==> src/rtl/reg_file_wb_if.sv <==
`default_nettype none
// +--------------------------------------------------------------------+
// | reg_file_wb_if : write-back and read-port bundle for reg_file_wb   |
// | Rev 1.0                                                            |
// +--------------------------------------------------------------------+
interface reg_file_wb_if #(
   parameter int DATA_WIDTH = 32,
   parameter int ADDR_WIDTH = 5
);
   logic                  w_en;
   logic                  w_waddr_sel;
   logic [ADDR_WIDTH-1:0] w_rt_addr;
   logic [ADDR_WIDTH-1:0] w_rd_addr;
   logic [DATA_WIDTH-1:0] w_wdata;
   logic                  w_stall;
   logic [ADDR_WIDTH-1:0] w_raddr_a;
   logic [ADDR_WIDTH-1:0] w_raddr_b;
   logic [DATA_WIDTH-1:0] w_rdata_a;
   logic [DATA_WIDTH-1:0] w_rdata_b;
   logic                  w_pend_valid;

   modport master (
      output w_en, w_waddr_sel, w_rt_addr, w_rd_addr, w_wdata, w_stall,
             w_raddr_a, w_raddr_b,
      input  w_rdata_a, w_rdata_b, w_pend_valid
   );

   modport slave (
      input  w_en, w_waddr_sel, w_rt_addr, w_rd_addr, w_wdata, w_stall,
             w_raddr_a, w_raddr_b,
      output w_rdata_a, w_rdata_b, w_pend_valid
   );
endinterface
`default_nettype wire

==> src/rtl/reg_file_wb.sv <==
`default_nettype none
// +--------------------------------------------------------------------+
// | reg_file_wb : MIPS write-back register file, one pending-write     |
// | stage, two fully forwarded combinational read ports. Rev 1.0       |
// +--------------------------------------------------------------------+
module reg_file_wb #(
   parameter int DATA_WIDTH = 32,
   parameter int ADDR_WIDTH = 5
) (
   input  wire logic     clock,
   input  wire logic     reset,
   reg_file_wb_if.slave  bus
);
   localparam int NUM_REGS = 2 ** ADDR_WIDTH;

   logic [DATA_WIDTH-1:0] r_regs [NUM_REGS];
   logic                  r_pend_valid;
   logic [ADDR_WIDTH-1:0] r_pend_addr;
   logic [DATA_WIDTH-1:0] r_pend_data;

   logic [ADDR_WIDTH-1:0] w_waddr;
   logic                  w_iw;
   logic [ADDR_WIDTH-1:0] w_raddr [2];
   logic [DATA_WIDTH-1:0] w_rdata [2];

   // Select is only looked at under w_en so an undriven select cannot leak.
   always_comb begin
      w_waddr = '0;
      if (bus.w_en) begin
         w_waddr = bus.w_waddr_sel ? bus.w_rt_addr : bus.w_rd_addr;
      end
   end

   assign w_iw = reset & bus.w_en & ~bus.w_stall & (w_waddr != '0);

   assign w_raddr[0] = bus.w_raddr_a;
   assign w_raddr[1] = bus.w_raddr_b;

   // Youngest value wins: incoming write, then pending write, then array.
   always_comb begin
      for (int p = 0; p < 2; p++) begin
         w_rdata[p] = r_regs[w_raddr[p]];
         if (w_raddr[p] == '0) begin
            w_rdata[p] = '0;
         end else if (w_iw && (w_waddr == w_raddr[p])) begin
            w_rdata[p] = bus.w_wdata;
         end else if (r_pend_valid && (r_pend_addr == w_raddr[p])) begin
            w_rdata[p] = r_pend_data;
         end
      end
   end

   assign bus.w_rdata_a    = w_rdata[0];
   assign bus.w_rdata_b    = w_rdata[1];
   assign bus.w_pend_valid = r_pend_valid;

   always_ff @(posedge clock) begin
      if (!reset) begin
         for (int i = 0; i < NUM_REGS; i++) begin
            r_regs[i] <= '0;
         end
         r_pend_valid <= 1'b0;
         r_pend_addr  <= '0;
         r_pend_data  <= '0;
      end else begin
         r_pend_valid <= w_iw;
         if (w_iw) begin
            r_pend_addr <= w_waddr;
            r_pend_data <= bus.w_wdata;
         end
         if (r_pend_valid) begin
            r_regs[r_pend_addr] <= r_pend_data;
         end
      end
   end
endmodule
`default_nettype wire

==> src/flat_wrapper.sv <==
// flat-port wrapper written by rule: the top's interface ports become plain ports
module reg_file_wb_flat 
#(
   parameter int DATA_WIDTH = 32,
   parameter int ADDR_WIDTH = 5
)
  (clock, reset, bus_w_en, bus_w_waddr_sel, bus_w_rt_addr, bus_w_rd_addr, bus_w_wdata, bus_w_stall, bus_w_raddr_a, bus_w_raddr_b, bus_w_rdata_a, bus_w_rdata_b, bus_w_pend_valid);
  reg_file_wb_if #(.DATA_WIDTH(DATA_WIDTH), .ADDR_WIDTH(ADDR_WIDTH)) bus_i ();
  input  wire logic clock;
  input  wire logic reset;
  input wire logic [$bits(bus_i.w_en)-1:0] bus_w_en;
  input wire logic [$bits(bus_i.w_waddr_sel)-1:0] bus_w_waddr_sel;
  input wire logic [$bits(bus_i.w_rt_addr)-1:0] bus_w_rt_addr;
  input wire logic [$bits(bus_i.w_rd_addr)-1:0] bus_w_rd_addr;
  input wire logic [$bits(bus_i.w_wdata)-1:0] bus_w_wdata;
  input wire logic [$bits(bus_i.w_stall)-1:0] bus_w_stall;
  input wire logic [$bits(bus_i.w_raddr_a)-1:0] bus_w_raddr_a;
  input wire logic [$bits(bus_i.w_raddr_b)-1:0] bus_w_raddr_b;
  output wire logic [$bits(bus_i.w_rdata_a)-1:0] bus_w_rdata_a;
  output wire logic [$bits(bus_i.w_rdata_b)-1:0] bus_w_rdata_b;
  output wire logic [$bits(bus_i.w_pend_valid)-1:0] bus_w_pend_valid;
  assign bus_i.w_en = bus_w_en;
  assign bus_i.w_waddr_sel = bus_w_waddr_sel;
  assign bus_i.w_rt_addr = bus_w_rt_addr;
  assign bus_i.w_rd_addr = bus_w_rd_addr;
  assign bus_i.w_wdata = bus_w_wdata;
  assign bus_i.w_stall = bus_w_stall;
  assign bus_i.w_raddr_a = bus_w_raddr_a;
  assign bus_i.w_raddr_b = bus_w_raddr_b;
  assign bus_w_rdata_a = bus_i.w_rdata_a;
  assign bus_w_rdata_b = bus_i.w_rdata_b;
  assign bus_w_pend_valid = bus_i.w_pend_valid;
  reg_file_wb #(.DATA_WIDTH(DATA_WIDTH), .ADDR_WIDTH(ADDR_WIDTH)) u_core (.clock(clock), .reset(reset), .bus(bus_i));
endmodule
==> config.mk <==
export PLATFORM = sky130hd
export DESIGN_NAME = reg_file_wb_flat
export DESIGN_NICKNAME = d
export VERILOG_FILES = /design/src/rtl/reg_file_wb_if.sv /design/src/rtl/reg_file_wb.sv /design/src/flat_wrapper.sv
export SDC_FILE = /design/constraint.sdc
export NUM_CORES = 2
export LEC_CHECK = 0
export CAP_MARGIN = 15
export CORE_UTILIZATION = 60
export CTS_BUF_LIST = sky130_fd_sc_hd__clkbuf_8
export CTS_CLUSTER_DIAMETER = 60
export DETAILED_ROUTE_END_ITERATION = 8
export HOLD_SLACK_MARGIN = 0.03
export PLACE_DENSITY = 0.77
export SLEW_MARGIN = 20
export SYNTH_ARGS = -nofsm -noshare
export SYNTH_HDL_FRONTEND = slang
export SYNTH_SLANG_ARGS = --single-unit
==> constraint.sdc <==
create_clock -name clock -period 6.1 [get_ports clock]
set_clock_uncertainty 0.1 [all_clocks]
set_input_delay 0.915 -clock clock [delete_from_list [all_inputs] [get_ports clock]]
set_output_delay 0.915 -clock clock [all_outputs]
set_load 0.01 [all_outputs]
Figure 1. Met1 routing.
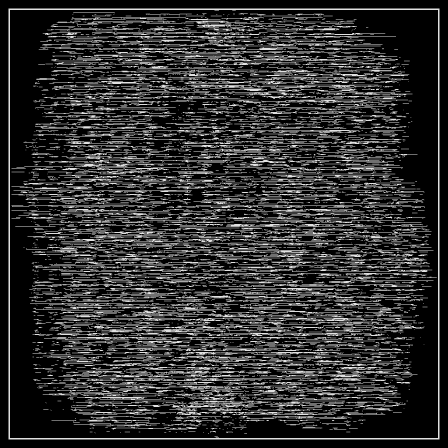
3,823 nets have wire on it. The longest straight run is 76.4 um.

Figure 2. M2 wires.
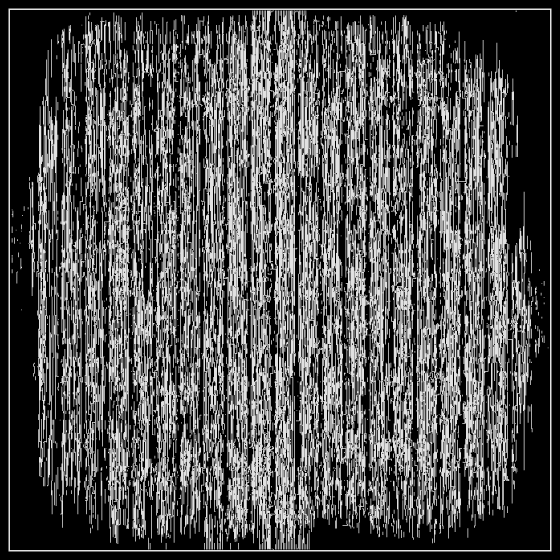
The layer carries 82.9 mm of wire. 3,393 nets have wire on it. The layer holds 46% of the routed length. The wires run mostly vertical. The longest straight run is 107 um.

==> results.json <==
{
  "final_common_cell": "edfxtp_1",
  "inverters": 5,
  "final_cells": 5335,
  "grt_pass1_vias": 37073,
  "die.size.y_um": 309,
  "reg2regPathDepth": 5,
  "die_width_um": 309,
  "crit_cells": 10,
  "synth-compound-area-share_pct": 5.25,
  "clkPwrFrac_pct": 36.1,
  "r2r-end": "u_core.r_regs[8][14]$_SDFFCE_PN0P_",
  "setup_viol": 0,
  "fin_tns_setup_ns": 0,
  "gp_congestion": 0.916,
  "logic_area_um2": 23700,
  "p_seq_share_pct": 51.7,
  "power_frac_comb_pct": 12.1,
  "seq_cell_count": 1062,
  "leakagePower_uw": 0.0224,
  "dominant_cells": "sequential cells",
  "tightestPinTransition_ns": 1.17,
  "clock_sinks": 1062,
  "core_area_um2": 93500,
  "antenna_found_initial": 6,
  "p_sw_share_pct": 26.1,
  "dpl.hpwl_mm": 111,
  "finalCriticalPeriod_ns": 5.89,
  "buffers": 312,
  "status": "complete, no violations",
  "startpoint": "bus_w_raddr_a[3]",
  "tritoncts": "built",
  "fin_util_pct": 67.3,
  "path_delay_family": "buffers and inverters",
  "netlist_area_um2": 56700,
  "critPathRequiredTime_ns": 5.08,
  "clk_share_pct": 5.08,
  "top_register": "u_core.r_regs",
  "ys_warn_count": 0
}
Figure 3. The metal 3 layer.
Bar = 100 um. Cells faint in the background.
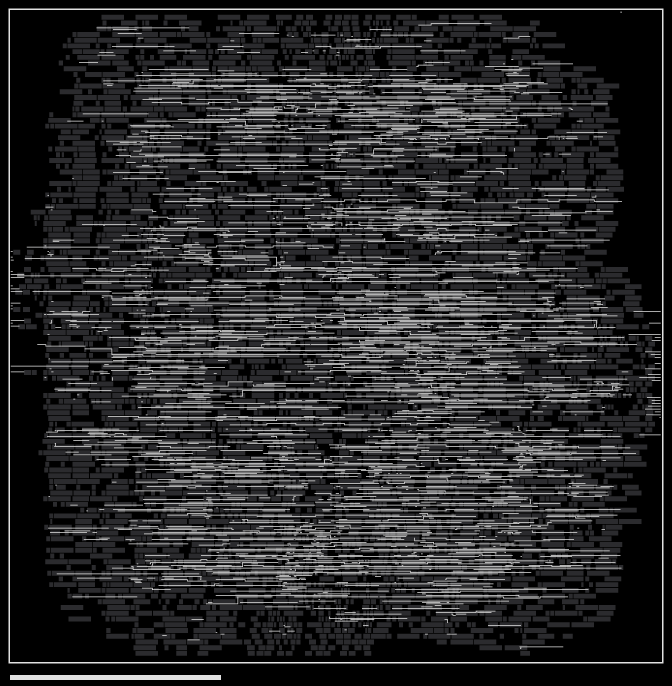
704 nets have wire on it. The layer holds 16% of the routed length.

Figure 4. The metal 4 layer.
Bar = 100 um.
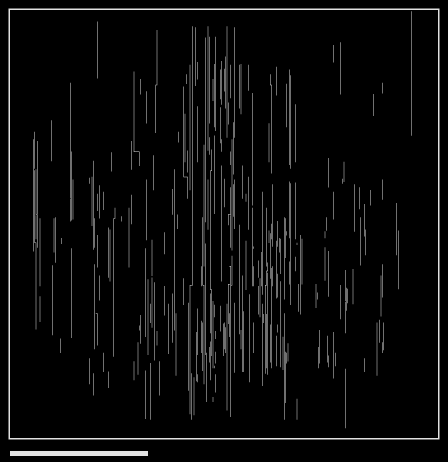
The longest straight run is 187 um. 162 nets have wire on it. The wires run mostly vertical. The layer holds 5.0% of the routed length.

## metal layers
metal | vias to the layer above | wire, um | global-route usage, %
met5 | - | 11 | 0
met4 | 2 | 8950 | 17.9
met3 | 605 | 28900 | 13.9
met2 | 3178 | 82900 | 58.4
met1 | 18867 | 59200 | 48.7
li1 | 15150 | - | -
## Yosys cell counts (all sizes together) (34+ instances only)
cell | n | area share, %
edfxtp | 1024 | 54
and2 | 992 | 11
mux4 | 513 | 20
clkbuf | 310 | 2.1
buf | 129 | 1.5
o22ai | 117 | 1.3
a211oi | 96 | 1.3
o21ai | 95 | 0.84
nor2 | 76 | 0.50
nand2 | 75 | 0.50
a21oi | 70 | 0.62
nor2b | 67 | 0.74
nor4 | 59 | 0.65
mux2i | 42 | 0.74
nor3 | 39 | 0.34
dfxtp | 38 | 1.3
o22a | 34 | 0.53
